Figure 1. Routed clock nets over the placement.
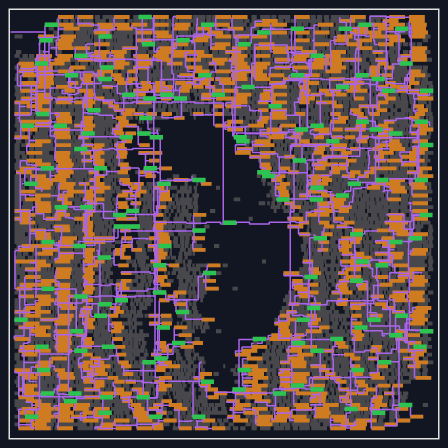
Figure 2. Placed standard cells.
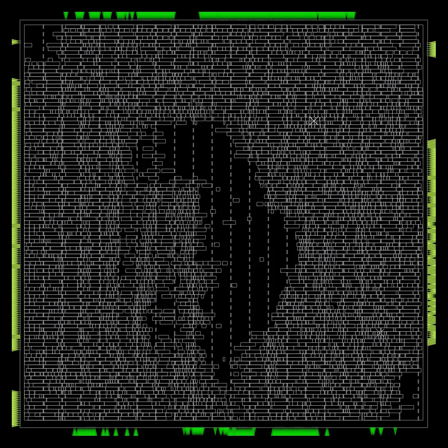
Figure 3. Metal layers overlaid.
Bar = 100 µm. Two of the layers only.
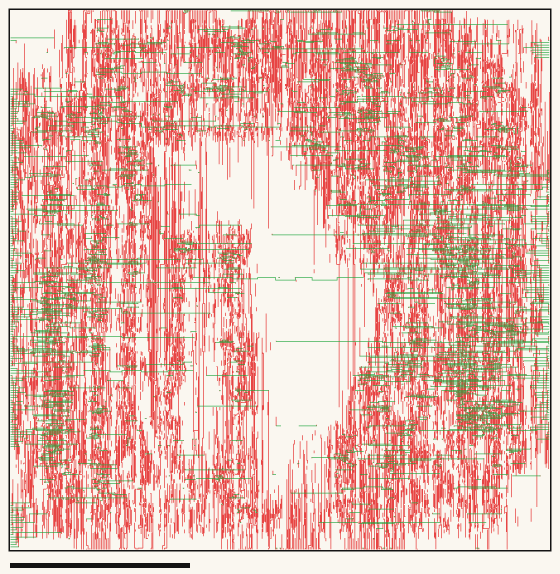
Figure 4. Placement by cell class.
Bar = 100 µm.
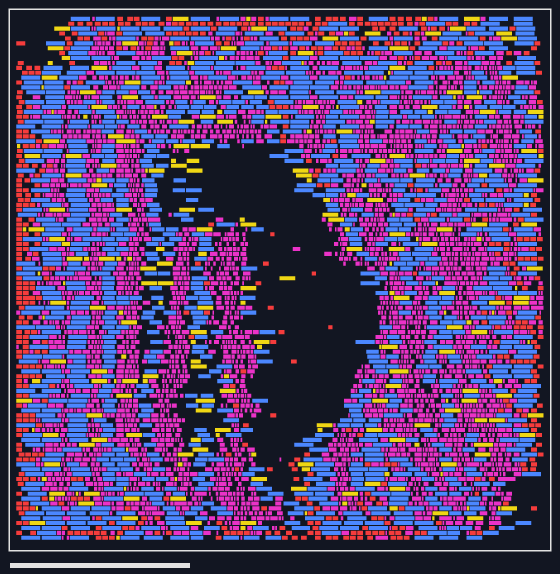
`config.mk`:
```
export PLATFORM = sky130hd
export DESIGN_NAME = complex_tree_adder_acc
export DESIGN_NICKNAME = d
export VERILOG_FILES = /design/src/rtl/complex_tree_adder_acc.sv
export SDC_FILE = /design/constraint.sdc
export NUM_CORES = 2
export LEC_CHECK = 0
export CORE_MARGIN = 3
export CORE_UTILIZATION = 62
export CTS_CLUSTER_DIAMETER = 40
export DETAILED_ROUTE_END_ITERATION = 10
export GPL_ROUTABILITY_DRIVEN = 0
export PLACE_DENSITY = 0.95
export SLEW_MARGIN = 20
export SYNTH_ARGS = -nofsm -noshare
export SYNTH_HDL_FRONTEND = slang
export SYNTH_SLANG_ARGS = --single-unit
export TNS_END_PERCENT = 20
```
`constraint.sdc`:
```
create_clock -name clk -period 10 [get_ports clk]
set_input_delay 3 -clock clk [delete_from_list [all_inputs] [get_ports clk]]
set_output_delay 3 -clock clk [all_outputs]
set_load 0.03 [all_outputs]
```
`src/rtl/complex_tree_adder_acc.sv`:
```
// complex_tree_adder_acc
//   Fully pipelined complex adder tree with an optional accumulate step.
//   A start strobe captures NI complex operands; LG = log2(NI) pairwise adder
//   levels reduce them at full precision. An output stage then optionally adds
//   the previous result and narrows each component back to W bits, either
//   wrapping or saturating. Latency is LG+1 cycles from the start edge.
//
// Parameters
//   NI  : number of complex operands (power of two, 2..64)
//   W   : width of each real/imag component (signed)
//   SAT : 0 = wrap on narrowing, 1 = saturate on narrowing
//
// Ports
//   clk         : clock, all state updates on the rising edge
//   rst         : asynchronous active-high reset
//   start       : one-cycle strobe, inputs/accum valid this cycle
//   accum       : sampled with start; 1 = add to the previous summation
//   inputs      : operand i at [i*2W +: 2W], real in upper W bits, imag in lower
//   summation   : registered result, same real/imag packing
//   finish      : one-cycle pulse, summation valid this cycle
//   finish_dash : finish delayed by one cycle
//   overflow    : qualified by finish; a component did not fit in W bits
//   busy        : a start is in flight and has not yet produced finish
module complex_tree_adder_acc #(
  parameter int NI  = 8,
  parameter int W   = 32,
  parameter int SAT = 0
) (
  input  logic              clk,
  input  logic              rst,
  input  logic              start,
  input  logic              accum,
  input  logic [NI*2*W-1:0] inputs,
  output logic [2*W-1:0]    summation,
  output logic              finish,
  output logic              finish_dash,
  output logic              overflow,
  output logic              busy
);

  localparam int LG    = $clog2(NI);
  localparam int WT    = W + LG;       // tree node width (widest level)
  localparam int WO    = W + LG + 1;   // width after the accumulate add
  localparam int NODES = 2 * NI - 1;
  localparam int TOP   = NODES - 1;

  // All tree levels live in one flat array: level k starts at
  // 2*NI - (2*NI >> k) and holds NI >> k nodes; the final sum is the last node.
  logic signed [WT-1:0] node_re_q [NODES];
  logic signed [WT-1:0] node_im_q [NODES];

  logic [LG:0]    vld_q, vld_d;
  logic [LG:0]    tag_q, tag_d;
  logic [2*W-1:0] summation_q, summation_d;
  logic           overflow_q, overflow_d;
  logic           finish_q, finish_dash_q;

  // Datapath registers carry no reset; only valids and tags qualify them.
  always_ff @(posedge clk) begin
    if (start) begin
      for (int unsigned i = 0; i < NI; i++) begin
        node_re_q[i] <= {{LG{inputs[i*2*W+2*W-1]}}, inputs[i*2*W+W +: W]};
        node_im_q[i] <= {{LG{inputs[i*2*W+W-1]}},   inputs[i*2*W   +: W]};
      end
    end
    for (int unsigned k = 1; k <= LG; k++) begin
      for (int unsigned i = 0; i < (NI >> k); i++) begin
        node_re_q[2*NI - ((2*NI) >> k) + i] <=
          node_re_q[2*NI - ((2*NI) >> (k-1)) + 2*i] +
          node_re_q[2*NI - ((2*NI) >> (k-1)) + 2*i + 1];
        node_im_q[2*NI - ((2*NI) >> k) + i] <=
          node_im_q[2*NI - ((2*NI) >> (k-1)) + 2*i] +
          node_im_q[2*NI - ((2*NI) >> (k-1)) + 2*i + 1];
      end
    end
  end

  // Value fits in W signed bits when all bits from W-1 upward agree.
  function automatic logic fits(input logic [WO-1:0] v);
    return (&v[WO-1:W-1]) | ~(|v[WO-1:W-1]);
  endfunction

  function automatic logic [W-1:0] narrow(input logic [WO-1:0] v);
    if (SAT != 0 && !fits(v))
      return v[WO-1] ? {1'b1, {(W-1){1'b0}}} : {1'b0, {(W-1){1'b1}}};
    return v[W-1:0];
  endfunction

  logic [WO-1:0] full_re, full_im;

  always_comb begin
    vld_d = {vld_q[LG-1:0], start};
    tag_d = {tag_q[LG-1:0], start & accum};

    full_re = {node_re_q[TOP][WT-1], node_re_q[TOP]};
    full_im = {node_im_q[TOP][WT-1], node_im_q[TOP]};
    // Accumulate reads the registered summation, so back-to-back finishes
    // chain onto the result produced on the immediately preceding edge.
    if (tag_q[LG]) begin
      full_re = full_re + {{(LG+1){summation_q[2*W-1]}}, summation_q[2*W-1:W]};
      full_im = full_im + {{(LG+1){summation_q[W-1]}},   summation_q[W-1:0]};
    end

    summation_d = {narrow(full_re), narrow(full_im)};
    overflow_d  = ~fits(full_re) | ~fits(full_im);
  end

  always_ff @(posedge clk or posedge rst) begin
    if (rst) begin
      vld_q         <= '0;
      tag_q         <= '0;
      summation_q   <= '0;
      overflow_q    <= 1'b0;
      finish_q      <= 1'b0;
      finish_dash_q <= 1'b0;
    end else begin
      vld_q         <= vld_d;
      tag_q         <= tag_d;
      finish_q      <= vld_q[LG];
      finish_dash_q <= finish_q;
      if (vld_q[LG]) begin
        summation_q <= summation_d;
        overflow_q  <= overflow_d;
      end
    end
  end

  assign summation   = summation_q;
  assign overflow    = overflow_q;
  assign finish      = finish_q;
  assign finish_dash = finish_dash_q;
  assign busy        = |vld_q;

endmodule

```
==> results.py <==
# Flow results
metrics = {
    "cells_and_area": {
        "clock_buffers": 177,
        "antenna_cells": 13,
        "nNetsFinal": 6570,
        "final-clk-cell-share_pct": 7.35,
        "layout_top_cell": "clkdlybuf4s50_1",
        "mostFrequentLayoutCells": "clkdlybuf4s50_1 (582), ha_1 (530), edfxtp_1 (512), dfxtp_1 (490), a21oi_1 (430)",
        "logic_area_um2": 25700,
        "drive_gt1_share_pct": 5.60,
        "seq_cells": 1077,
        "fillers": 4534,
        "buf_share_pct": 9.01,
    },
    "placed_design": {
        "place_inst": 6508,
    },
    "power": {
        "p_total_mw": 22.2,
        "power_leader": "combinational cells",
        "p_leak_nw": 27.4,
        "power_frac_comb_pct": 46.9,
        "p_int_mw": 13.3,
        "p_sw_mw": 8.83,
    },
    "floorplanning": {
        "die.size.y_um": 300,
        "chip_area_um2": 90000,
        "die_x_um": 300,
    },
    "sta": {
        "whs_ps": 359,
        "min_period_ps": 5680,
        "finalHoldViolCount": 0,
        "max_freq_ghz": 0.176,
        "rsz0062_at_grt": "no",
        "tightest_slew_ps": 1150,
        "setup_tns_ps": 0,
    },
    "synthesis": {
        "yosys_area_um2": 53600,
        "ys_cells": 4819,
        "yosysWarnings": 0,
        "xor_area_share_pct": 7.07,
        "yosysSeqAreaShare_pct": 50.5,
        "most_common_cell": "ha_1",
        "async_reset_ff_share_pct": 6.96,
        "postSynthAreaPerCell_um2": 11.1,
        "synthCells": 4819,
        "top_logic_kind": "AND-OR/OR-AND gates",
        "synth_cell_types": 87,
        "ys_sh_adder_pct": 13.0,
    },
    "outcome": {
        "status": "finished with violations",
        "violations": "DRC",
    },
    "setup_path": {
        "rr_startpoint": "node_re_q[0][210]",
        "r2r_end": "node_re_q[1][131]",
        "crit_end": "busy",
        "crit_path_end_kind": "primary output",
        "worst-path-stages": 2,
        "cp_max_fo": 58,
        "reg2reg_slack_ps": 5270,
        "cp-startpoint": "vld_q[3]",
        "path_class": "flop to primary output",
        "max_stage_delay_ps": 700,
    },
    "clock_tree": {
        "cts_tree": "yes",
        "postCtsSetupBuffers": 0,
        "cts_buffer_depth": 3,
        "ctsHoldBuffers": 0,
        "htree_levels": 4,
    },
    "run": {
        "warnings": 32,
    },
    "route": {
        "postRouteAntennaNets": 0,
        "firstDrtPassIters": 11,
        "routed.top_layer": "met5",
        "wl_met1_mm": 53.5,
        "drc": 3,
        "wl_met2_mm": 81.2,
        "wl_per_cell_um": 24.1,
        "route.met3.wl_mm": 15.8,
    },
    "global_route": {
        "grt_busiest_layer": "met2",
        "grtUsageMet1_pct": 37.2,
        "grt_max_degree": 188,
        "grt_use_met3_pct": 8.51,
        "overflow": 0,
        "antenna_found_initial": 16,
    },
    "hold_path": {
        "min_path_type": "flop to flop",
    },
}
## Picture notes: Figure 1
- green: cells driving clock nets (count 142)
- orange: flip-flops (count 1077)
- purple: clock wires (length 13600 µm)
- flops lie: spread over the die
- routed clock nets: 143
clock-net power: 5.14 mW
Layout Skew: 34.4 ps
Clock power frac: 23.2%
clk latency late pin: 770 ps

## Picture notes: Figure 2
Tapcells: 1144
Rows: 107

## Picture notes: Figure 3
- green: met3 (wire length 15800 µm)
- red: met2 (wire length 81.2 mm)
total wire length: 164 mm
Tot GR Track Use: 35.5%
DR vias: 43800

## Picture notes: Figure 4
- magenta: all other logic (cells 3696)
- red: other buffers and delay cells (cells 591)
- blue: flip-flops (cells 1077)
- yellow: clock drivers and dummy loads (cells 266)

No activity file was given, so power comes from the tool's default toggle rates.
